**src/rtl/booth_multiplier_param_if.sv**
```systemverilog
// Handshake and operand/result bus of booth_multiplier_param.
// The requester drives start and the operands; the multiplier returns result, busy and done.
interface booth_multiplier_param_if #(
    parameter int WIDTH = 8
);
    logic               start;
    logic [WIDTH-1:0]   a_value;
    logic [WIDTH-1:0]   b_value;
    logic [2*WIDTH-1:0] result;
    logic               busy;
    logic               done;

    modport master (
        output start,
        output a_value,
        output b_value,
        input  result,
        input  busy,
        input  done
    );

    modport slave (
        input  start,
        input  a_value,
        input  b_value,
        output result,
        output busy,
        output done
    );
endinterface

```
**src/rtl/booth_multiplier_param.sv**
```systemverilog
// Sequential Booth multiplier with parametrised width and selectable signedness, start/busy/done handshake.
// Defining BOOTH_RADIX4_EN selects radix-4 recoding, which halves the iteration count.
module booth_multiplier_param #(
    parameter int WIDTH  = 8,
    parameter int SIGNED = 1
) (
    input  logic                           clock,
    input  logic                           _reset,
    booth_multiplier_param_if.slave        bus
);
`ifdef BOOTH_RADIX4_EN
    localparam int RADIX4 = 1;
`else
    localparam int RADIX4 = 0;
`endif
    localparam int E  = (SIGNED != 0) ? 0 : ((RADIX4 != 0) ? 2 : 1);
    localparam int SH = (RADIX4 != 0) ? 2 : 1;
    localparam int PW = WIDTH + 2;
    localparam int QW = WIDTH + E;
    localparam int N  = (RADIX4 != 0) ? QW / 2 : QW;
    localparam int CW = $clog2(N + 1);
    localparam int SW = PW + SH;
    localparam int RW = 2 * WIDTH;

    generate
        if (WIDTH < 4) begin : g_width_too_small
            $error("booth_multiplier_param: WIDTH must be at least 4");
        end
        if ((RADIX4 != 0) && ((WIDTH % 2) != 0)) begin : g_width_odd
            $error("booth_multiplier_param: WIDTH must be even with BOOTH_RADIX4_EN");
        end
    endgenerate

    typedef enum logic [1:0] {
        ST_IDLE = 2'd0,
        ST_CALC = 2'd1,
        ST_DONE = 2'd2
    } state_t;

    state_t          state_q, state_d;
    logic [PW-1:0]   m_q, m_d;
    logic [PW-1:0]   p_q, p_d;
    logic [QW-1:0]   q_q, q_d;
    logic            q1_q, q1_d;
    logic [CW-1:0]   cnt_q, cnt_d;
    logic [RW-1:0]   result_q, result_d;
    logic            busy_q, busy_d;
    logic            done_q, done_d;

    logic            a_msb_s;
    logic [SW-1:0]   p_ext_s;
    logic [SW-1:0]   m_ext_s;
    logic [SW-1:0]   sum_s;
    logic [RW-1:0]   prod_s;

    assign a_msb_s = (SIGNED != 0) ? bus.a_value[WIDTH-1] : 1'b0;

    // Booth recoding of the current multiplier digit and the add/subtract into the widened accumulator.
    // The sum carries SH extra bits so even +/-2M on top of a partial P cannot wrap before the shift.
    always_comb begin
        p_ext_s = {{SH{p_q[PW-1]}}, p_q};
        m_ext_s = {{SH{m_q[PW-1]}}, m_q};
        sum_s   = p_ext_s;
`ifdef BOOTH_RADIX4_EN
        case ({q_q[1], q_q[0], q1_q})
            3'b001, 3'b010: sum_s = p_ext_s + m_ext_s;
            3'b011:         sum_s = p_ext_s + {m_ext_s[SW-2:0], 1'b0};
            3'b100:         sum_s = p_ext_s - {m_ext_s[SW-2:0], 1'b0};
            3'b101, 3'b110: sum_s = p_ext_s - m_ext_s;
            default:        sum_s = p_ext_s;
        endcase
`else
        case ({q_q[0], q1_q})
            2'b01:   sum_s = p_ext_s + m_ext_s;
            2'b10:   sum_s = p_ext_s - m_ext_s;
            default: sum_s = p_ext_s;
        endcase
`endif
        // {sum, Q} after the arithmetic shift is the new {P, Q}; its low bits are the product.
        prod_s = RW'({sum_s, q_q[QW-1:SH]});
    end

    // Next-state and datapath control for IDLE -> CALC -> DONE.
    always_comb begin
        state_d  = state_q;
        m_d      = m_q;
        p_d      = p_q;
        q_d      = q_q;
        q1_d     = q1_q;
        cnt_d    = cnt_q;
        result_d = result_q;
        busy_d   = busy_q;
        done_d   = 1'b0;
        case (state_q)
            ST_IDLE: begin
                if (bus.start) begin
                    state_d = ST_CALC;
                    m_d     = {{2{a_msb_s}}, bus.a_value};
                    p_d     = {PW{1'b0}};
                    q_d     = QW'(bus.b_value);
                    q1_d    = 1'b0;
                    cnt_d   = {CW{1'b0}};
                    busy_d  = 1'b1;
                end else begin
                    busy_d  = 1'b0;
                end
            end
            ST_CALC: begin
                p_d  = sum_s[SW-1:SH];
                q_d  = {sum_s[SH-1:0], q_q[QW-1:SH]};
                q1_d = q_q[SH-1];
                if (cnt_q == CW'(N - 1)) begin
                    state_d  = ST_DONE;
                    result_d = prod_s;
                    done_d   = 1'b1;
                    cnt_d    = {CW{1'b0}};
                end else begin
                    cnt_d    = cnt_q + CW'(1);
                end
            end
            ST_DONE: begin
                state_d = ST_IDLE;
                busy_d  = 1'b0;
            end
            default: begin
                state_d = ST_IDLE;
                busy_d  = 1'b0;
            end
        endcase
    end

    // State and output registers with synchronous active-low reset.
    always_ff @(posedge clock) begin
        if (!_reset) begin
            state_q  <= ST_IDLE;
            m_q      <= {PW{1'b0}};
            p_q      <= {PW{1'b0}};
            q_q      <= {QW{1'b0}};
            q1_q     <= 1'b0;
            cnt_q    <= {CW{1'b0}};
            result_q <= {RW{1'b0}};
            busy_q   <= 1'b0;
            done_q   <= 1'b0;
        end else begin
            state_q  <= state_d;
            m_q      <= m_d;
            p_q      <= p_d;
            q_q      <= q_d;
            q1_q     <= q1_d;
            cnt_q    <= cnt_d;
            result_q <= result_d;
            busy_q   <= busy_d;
            done_q   <= done_d;
        end
    end

    assign bus.result = result_q;
    assign bus.busy   = busy_q;
    assign bus.done   = done_q;

endmodule

```
**src/flat_wrapper.sv**
```systemverilog
// flat-port wrapper written by rule: the top's interface ports become plain ports
module booth_multiplier_param_flat 
#(
    parameter int WIDTH  = 8,
    parameter int SIGNED = 1
)
  (clock, _reset, bus_start, bus_a_value, bus_b_value, bus_result, bus_busy, bus_done);
  booth_multiplier_param_if #(.WIDTH(WIDTH)) bus_i ();
  input  logic clock;
  input  logic _reset;
  input wire logic [$bits(bus_i.start)-1:0] bus_start;
  input wire logic [$bits(bus_i.a_value)-1:0] bus_a_value;
  input wire logic [$bits(bus_i.b_value)-1:0] bus_b_value;
  output wire logic [$bits(bus_i.result)-1:0] bus_result;
  output wire logic [$bits(bus_i.busy)-1:0] bus_busy;
  output wire logic [$bits(bus_i.done)-1:0] bus_done;
  assign bus_i.start = bus_start;
  assign bus_i.a_value = bus_a_value;
  assign bus_i.b_value = bus_b_value;
  assign bus_result = bus_i.result;
  assign bus_busy = bus_i.busy;
  assign bus_done = bus_i.done;
  booth_multiplier_param #(.WIDTH(WIDTH), .SIGNED(SIGNED)) u_core (.clock(clock), ._reset(_reset), .bus(bus_i));
endmodule
```
**config.mk**
```make
export PLATFORM = sky130hd
export DESIGN_NAME = booth_multiplier_param_flat
export DESIGN_NICKNAME = d
export VERILOG_FILES = /design/src/rtl/booth_multiplier_param_if.sv /design/src/rtl/booth_multiplier_param.sv /design/src/flat_wrapper.sv
export SDC_FILE = /design/constraint.sdc
export NUM_CORES = 1
export LEC_CHECK = 0
export ABC_AREA = 1
export CAP_MARGIN = 20
export CORE_MARGIN = 2
export CORE_UTILIZATION = 55
export CTS_CLUSTER_DIAMETER = 50
export DETAILED_ROUTE_END_ITERATION = 10
export GPL_TIMING_DRIVEN = 0
export PLACE_DENSITY = 0.79
export SETUP_SLACK_MARGIN = 0.02
export SYNTH_ARGS = -nofsm -noshare
export SYNTH_HDL_FRONTEND = slang
export SYNTH_SLANG_ARGS = --single-unit
```
**constraint.sdc**
```tcl
create_clock -name clock -period 4 [get_ports clock]
set_input_delay 0.8 -clock clock [delete_from_list [all_inputs] [get_ports clock]]
set_output_delay 0.8 -clock clock [all_outputs]
set_load 0.02 [all_outputs]
```
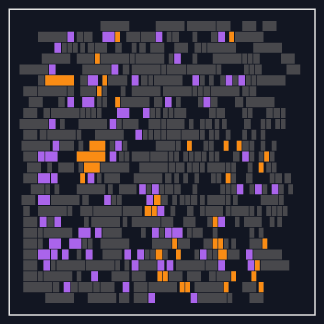
(run_1/gate_families.png)
(4 px per um)
- orange: NOR gates (cells 37; most used nor2_1)
- purple: inverting AOI/OAI gates (cells 69; most used a21oi_1)
filler-free cell count of the finished design: 521
logic share of the area: 0.444

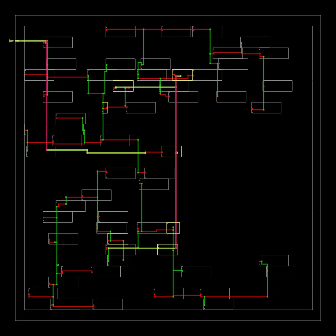
(run_1/final_clocks.png)
P_clk: 0.000312 W
clk_skew: 0.00713 ns
CTS Buf Count: 5

==> impl_metrics.yaml, run 1 <==
# implementation run metrics
setup_path:
  cpMostUsedCell: "nand2_1"
  crit_path_end_kind: "flip-flop"
  critical_path_arrival_ns: 2.88
  worstSetupPathType: "reg2reg"
  critPathBufInv: 3
  cp_max_fo: 10
grt:
  grt_pass1_vias: 2560
  antenna_found_initial: 0
  grtUsageTotal: 0.234
  grt_overflow: 0
  grt_max_degree: 16
floorplanning:
  coreArea_sq_um: 5070
clock_tree:
  post-cts-setup-buffers: 0
  cts.repair.resized: 0
  clock_path_buffers: 2
sta:
  rsz0062_at_grt: "false"
  finalCritPeriodShare: 0.661
  tns_ns: 0
  slew_headroom: 0.626
  slew_violations: 0
detailed_routing:
  routed_wl_um: 6530
  antenna_left: 0
  vias: 2641
yosys:
  yosys.area_share.simple: 0.299
  top_logic_kind: "simple AND/OR/NAND/NOR gates"
  ys_sh_xor: 0.0245
  async_flop_share: 0
  syn_area_per_cell_sq_um: 7.00
  synth-main-ff-cell: "dfxtp_1"
  yosysSeqAreaShare: 0.357
  muxShareOfSynthArea: 0
placed_design:
  place_congestion: 0.934
  place_area_sq_um: 3300
  portBuffers: 35
layout:
  final_cell_mix: "101 x nand2_1, 57 x inv_1, 51 x dfxtp_1"
  biggestCellCategory: "logic gates"
  nMultiInputCombCells: 281
  inv_count: 62
  nNetsFinal: 484
  layout-drive-gt1-share: 0.0732
  final_cell_area_sq_um: 3390
  antenna_cells: 0
run:
  openroad.warnings: 27
  maxCapViolCount: 0
min_path:
  min_path_type: "reg2reg"
run_status:
  status: "complete, no violations"
power_and_ir_drop:
  peakVddDrop_mv: 0.214
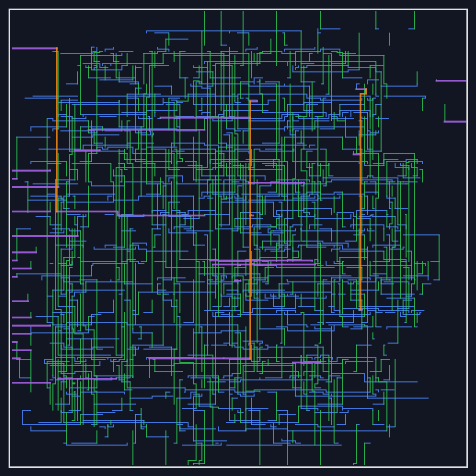
(run_1/metal_stack.png)
(6 px per um)
- blue: met1 (wire length 3010 um)
- purple: met3 (wire length 225 um)
- orange: met4 (wire length 108 um)
- green: met2 (wire length 3190 um)

## run 1: stage by stage
stage | utilization | cells | hold slack, ns
floorplan | - | 408 | 0.448
global placement | 0.649 | 513 | 0.459
detailed placement | 0.649 | 513 | 0.463
CTS | 0.668 | 521 | 0.478
global route | 0.668 | 521 | 0.499
finish | 0.668 | 521 | 0.473
## run 1: registers in the layout (all words and copies together), names as in the netlist
signal,flops
u_core.bus.done,1
u_core.bus.result,16
u_core.m_q,8
u_core.q_q,8
u_core.p_q,10
u_core.cnt_q,4
u_core.state_q,2
u_core.q1_q,1
u_core.bus.busy,1
## run 1: synth_stat cells, drive strengths merged (2+ instances only)
master	number	area [sq um]
dfxtp	51	1020
o311ai	7	61.3
buf	12	75.1
nand2	104	408
clkbuf	2	17.5
inv	61	229
nand3	42	215
nor2	33	171
xnor2	4	35.0
xor2	4	35.0
or2	3	18.8
nor3	3	15.0
a2bb2oi	2	17.5
a21oi	30	150
nand4	3	18.8
o21ai	27	135
ha	14	175
## run 1: path summary, 6_finish.rpt
check / start / endpoint / slack [ns] / depth (start not counted)
max: u_core.q1_q$_SDFFE_PN0P_ / u_core.p_q[7]$_SDFFE_PN0P_ / 1.36 / 16
max reg2reg: u_core.q1_q$_SDFFE_PN0P_ / u_core.p_q[7]$_SDFFE_PN0P_ / 1.36 / 16
min: u_core.bus.result[13]$_SDFFE_PN0P_ / u_core.bus.result[13]$_SDFFE_PN0P_ / 0.47 / 2
min reg2reg: u_core.bus.result[13]$_SDFFE_PN0P_ / u_core.bus.result[13]$_SDFFE_PN0P_ / 0.47 / 2
## run 1: layer usage
metal	global-route usage	part of all wire	wire [um]
met1	0.289	0.46	3010
met2	0.422	0.49	3190
met3	0.0355	0.034	224
met4	0.0709	0.016	107
met5	0	0	0
==> run_1/clock_map.png <==
(4 px per um)
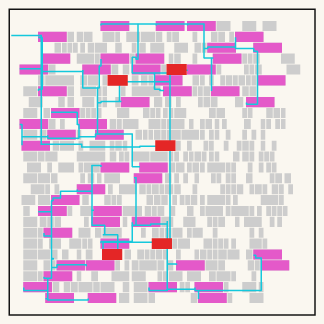

==> run 2, diff against run 1 <==
clock period = 2.6 ns   (was 4 ns; I/O delays follow)
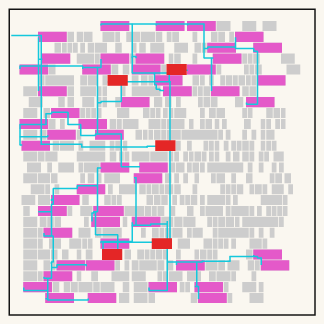
(run_2/clock_map.png)
(4 px per um)
- cyan: clock wires (length 589 um)
- red: cells driving clock nets (count 5)
- magenta: flip-flops (count 51)
- flops lie: spread over the die
- routed clock nets: 6
P_clk: 0.000480 W
worst skew pair latency: 0.30 ns
clock power share: 0.249

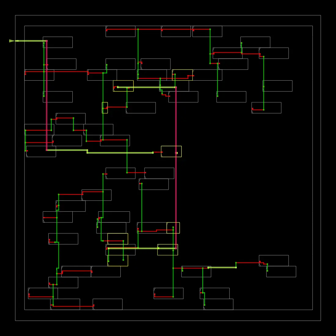
(run_2/final_clocks.png)
clk sink count: 51
clk_skew: 0.00660 ns
# clk buffers: 7
sequential cell count: 51

==> run 2 against run 1 <==
Net effect:
- combinational power grew 67%
- synthesized cell count did not move
- non-clock buffer count rose by 1
==> impl_metrics.yaml, run 2 <==
# implementation run metrics
layout:
  layout-drive-gt1-share: 0.0996
  antenna_cells: 0
  final_cells: 522
  largest_reg_flops: 16
  nNetsFinal: 485
  fin_util: 0.683
  comb_share: 0.454
  final_cell_area_sq_um: 3470
  final_cell_mix: "99 x nand2_1, 57 x inv_1, 50 x dfxtp_1"
setup_path:
  rr_endpoint: "u_core.p_q[8]$_SDFFE_PN0P_"
  cp_max_fo: 10
  rrSetupSlack_ns: 0.16
  crit_path_end_kind: "flip-flop"
  reg2reg_from: "u_core.q1_q$_SDFFE_PN0P_"
  critPathBufInv: 3
  worstSetupPathType: "reg2reg"
  startpoint: "u_core.q1_q$_SDFFE_PN0P_"
placed_design:
  place_congestion: 0.934
  place_area_sq_um: 3300
  placed_cells: 513
  portBuffers: 35
yosys:
  yosys.area.top_type_share: 0.357
  async_flop_share: 0
  syn_area_per_cell_sq_um: 7.00
  yosys-top-cells-area: "dfxtp_1 36%, nand2_1 13%, inv_1 7.5%, nand3_1 7.2%, ha_1 6.1%"
  yosysSeqAreaShare: 0.357
  yosysMostFrequentCell: "nand2_1"
grt:
  grt_max_degree: 16
  grtUsageTotal: 0.235
  grt_overflow: 0
  grt_pass1_vias: 2574
  antenna_found_initial: 0
sta:
  hold_ws_ns: 0.473
  finalCritPeriodShare: 0.938
  slew_headroom: 0.619
  rsz0062_at_grt: "true"
  tns_ns: 0
min_path:
  hold_end: "u_core.bus.result[13]$_SDFFE_PN0P_"
  hp-start: "u_core.bus.result[13]$_SDFFE_PN0P_"
  min_path_type: "reg2reg"
run_status:
  status: "complete, no violations"
power_and_ir_drop:
  peakVddDrop_mv: 0.329
clock_tree:
  clock_path_buffers: 2
detailed_routing:
  routed_wl_um: 6610
  vias: 2676
floorplanning:
  coreArea_sq_um: 5070
run:
  openroad.warnings: 28
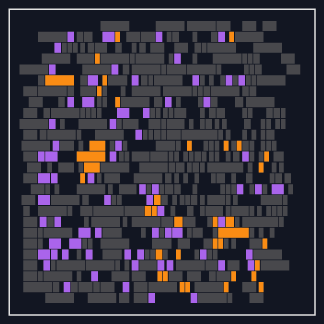
(run_2/gate_families.png)
(4 px per um)
- orange: NOR gates (cells 37; most used nor2_1)
- purple: inverting AOI/OAI gates (cells 69; most used a21oi_1)

-- run 2: cell families after synthesis --
group | Yosys count | share of synthesized area
compound gates | 69 | 0.136
fa+ha+maj | 15 | 0.0683
buf+inv | 76 | 0.116
simple gates | 189 | 0.299
xor+xnor | 8 | 0.0245
flops | 51 | 0.357
-- run 2: what timing repair did --
action / CTS / global route
resized: 1 / 13
setup endpoints to repair: 1 / 13
buffers inserted: 0 / 1
pin swaps: 0 / 1
-- run 2: how the worst max path moves through the flow --
stage,cells past startpoint,end,slack [ns]
floorplan,16,u_core.p_q[7]$_SDFFE_PN0P_,0.35
global placement,16,u_core.p_q[7]$_SDFFE_PN0P_,0.07
detailed placement,16,u_core.p_q[7]$_SDFFE_PN0P_,0.002
CTS,16,u_core.p_q[7]$_SDFFE_PN0P_,0.02
global route,18,u_core.p_q[4]$_SDFFE_PN0P_,-0.002
finish,15,u_core.p_q[8]$_SDFFE_PN0P_,0.16
-- run 2: report_power, final --
group	switching (W)	total, W	leakage [nW]	internal, W
sequential	0.0000289	0.000845	0.416	0.000816
combinational	0.000361	0.000604	1.09	0.000243
clock	0.000262	0.000480	0.0484	0.000219
total	0.000652	0.00193	1.55	0.00128
-- run 2: routing by layer --
| layer | share of wire | vias up | GRT usage |
|---|---|---|---|
| met5 | 0 | - | 0 |
| met4 | 0.016 | 0 | 0.0709 |
| met3 | 0.036 | 8 | 0.0355 |
| met2 | 0.50 | 51 | 0.424 |
| met1 | 0.45 | 1209 | 0.290 |
| li1 | - | 1408 | - |
-- run 2: worst register-to-register path, delay by kind of cell, from the launching register on --
| kind | cells | cell delay, ns |
|---|---|---|
| AOI/OAI and AO/OA | 3 | 0.39 |
| and+or+nand+nor | 7 | 0.74 |
| DFF | 1 | 0.35 |
| adders and majority gates | 2 | 0.54 |
| buffers and inverters | 3 | 0.29 |
==> run_2/metal_stack.png <==
(6 px per um)
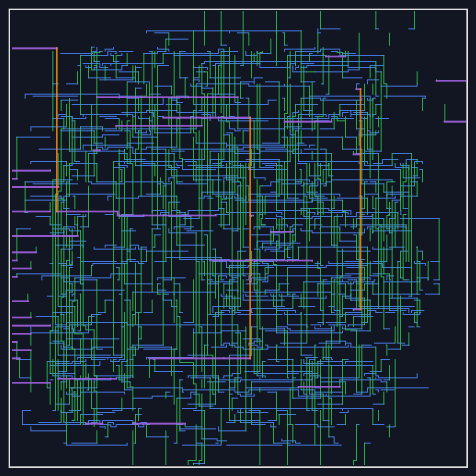

==> run 3, diff against run 2 <==
CELL_PAD_IN_SITES_DETAIL_PLACEMENT = 0   (was unset)
CELL_PAD_IN_SITES_GLOBAL_PLACEMENT = 1   (was unset)
CORE_UTILIZATION = 41   (was 55)
CTS_BUF_LIST = sky130_fd_sc_hd__clkbuf_4 sky130_fd_sc_hd__clkbuf_8   (was unset)
PLACE_DENSITY = unset   (was 0.79)
PLACE_DENSITY_LB_ADDON = 0.1   (was unset)
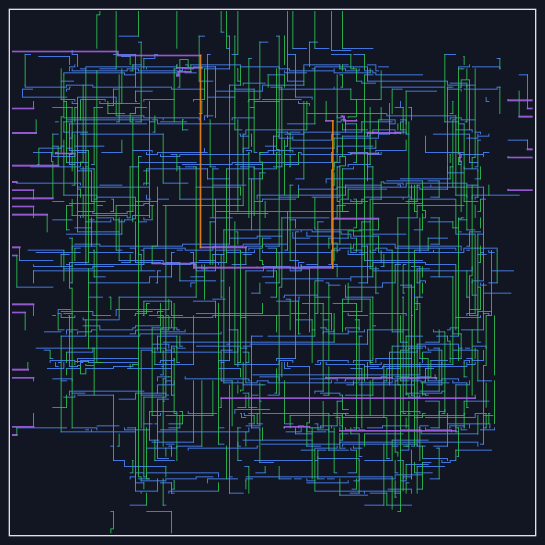
(run_3/metal_stack.png)
(6 px per um)
- blue: met1 (wire length 3380 um)
- orange: met4 (wire length 56.4 um)
- green: met2 (wire length 3280 um)
- purple: met3 (wire length 255 um)
total number of vias: 2614
Tot GR Track Use: 0.193
wire per inst: 13.2 um
Post-Route WL: 6970 um

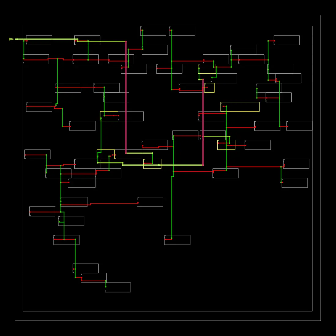
(run_3/final_clocks.png)
# clk buffers: 6
clk_skew: 0.00551 ns

==> run 3 against run 2 <==
Net effect:
- via count decreased by 2.3%
- sequential cell count unchanged
- global-route usage shrank 4.2 points
- final area up 2.1%
- non-clock buffer count decreased by 1
- clock power up 14%
- final cell count is 1.5% higher
- synthesized cell count is the same
- die area is 32% higher
- first-iteration DRC count decreased by 34%
- sequential share of layout area shrank 0.54 points
- largest power group unchanged
==> impl_metrics.yaml, run 3 <==
# implementation run metrics
run_status:
  status: "complete, no violations"
power_and_ir_drop:
  comb_power_share: 0.310
  p_sw_frac: 0.326
placed_design:
  place_congestion: 0.826
  place_area_sq_um: 3310
  placed_cells: 523
clock_tree:
  post-cts-setup-buffers: 0
  cts_sinks: 51
  cts.repair.resized: 2
  clock.latency.late_pin_ns: 0.30
  clock_path_buffers: 2
layout:
  layout-drive-gt1-share: 0.118
  antenna_cells: 0
  fin_util: 0.524
  final_cell_mix: "99 x nand2_1, 57 x inv_1, 48 x dfxtp_1"
  largest_reg_flops: 16
  final_cell_area_sq_um: 3540
  nNetsFinal: 484
min_path:
  min_path_type: "reg2reg"
yosys:
  yosys.area.top_type_share: 0.357
  yosys-top-cells-area: "dfxtp_1 36%, nand2_1 13%, inv_1 7.5%, nand3_1 7.2%, ha_1 6.1%"
  yosysSeqAreaShare: 0.357
  yosysMostFrequentCell: "nand2_1"
  syn_area_per_cell_sq_um: 7.00
sta:
  hold_ws_ns: 0.470
  tns_ns: 0
run:
  openroad.warnings: 27
grt:
  grt_pass1_vias: 2455
  grt_overflow: 0
  grt_max_degree: 15
  antenna_found_initial: 0
setup_path:
  cp_max_fo: 10
  critPathBufInv: 4
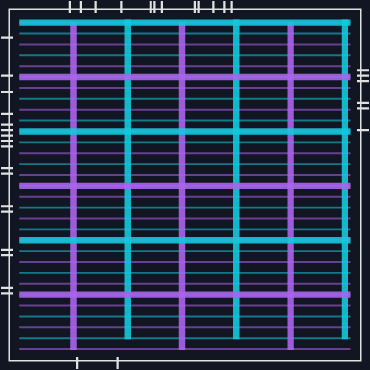
(run_3/pdn.png)
(4 px per um) Pins as bars on the die edge.
- cyan: VDD
- purple: VSS
- met1 rails: 31
- signal pins: 37
- met4 straps: 6
- rows: 30
core box area: 6760 sq um
Die H: 87.5 um
peak supply drop: 0.250 mV
Die X: 87.5 um

run 3: cell types whose count changed in the layout (fill, tap and decap cells not counted), sizes merged:
cell    previous run  this run
bufinv             0         1
clkbuf             9         8
buf               13        12
clkinv             2         1
run 3: logic make-up after synthesis:
family,share of synthesized area
AND-OR/OR-AND,0.136
AND/OR/NAND/NOR,0.299
XOR/XNOR,0.0245
flip-flops,0.357
buffers and inverters,0.116
adder cells (fa/ha/maj),0.0683
run 3: layer usage:
layer	track usage	routed length [um]	vias up
met2	0.313	3280	51
met5	0	0	-
li1	-	-	1402
met1	0.261	3380	1156
met3	0.0332	254	5
met4	0.0559	56	0
run 3: area by class of cell:
type	instances	area [sq um]
buffer	14	92.6
clock inverter	1	30.0
multi-input combinational	281	1630
clock buffer	6	76.3
sequential	51	1020
timing repair buffer	35	350
fill	693	3210
tap	80	100
inverter	62	238
run 3: power groups by stage:
stage / clock network (W) / registers [W] / logic (W)
after floorplan: 0 / 0.000854 / 0.000419
after global placement: 0 / 0.000859 / 0.000556
after detailed placement: 0 / 0.000859 / 0.000564
after CTS: 0.000563 / 0.000842 / 0.000570
after global routing: 0.000594 / 0.000852 / 0.000710
final: 0.000548 / 0.000847 / 0.000625
run 3: worst paths after layout:
check	start	end	slack, ns	cells past startpoint
max	u_core.q1_q$_SDFFE_PN0P_	u_core.p_q[3]$_SDFFE_PN0P_	0.22	16
min	u_core.bus.result[12]$_SDFFE_PN0P_	u_core.bus.result[12]$_SDFFE_PN0P_	0.47	2
max reg2reg	u_core.q1_q$_SDFFE_PN0P_	u_core.p_q[3]$_SDFFE_PN0P_	0.22	16
min reg2reg	u_core.bus.result[12]$_SDFFE_PN0P_	u_core.bus.result[12]$_SDFFE_PN0P_	0.47	2
Power and IR drop assume default switching activity.
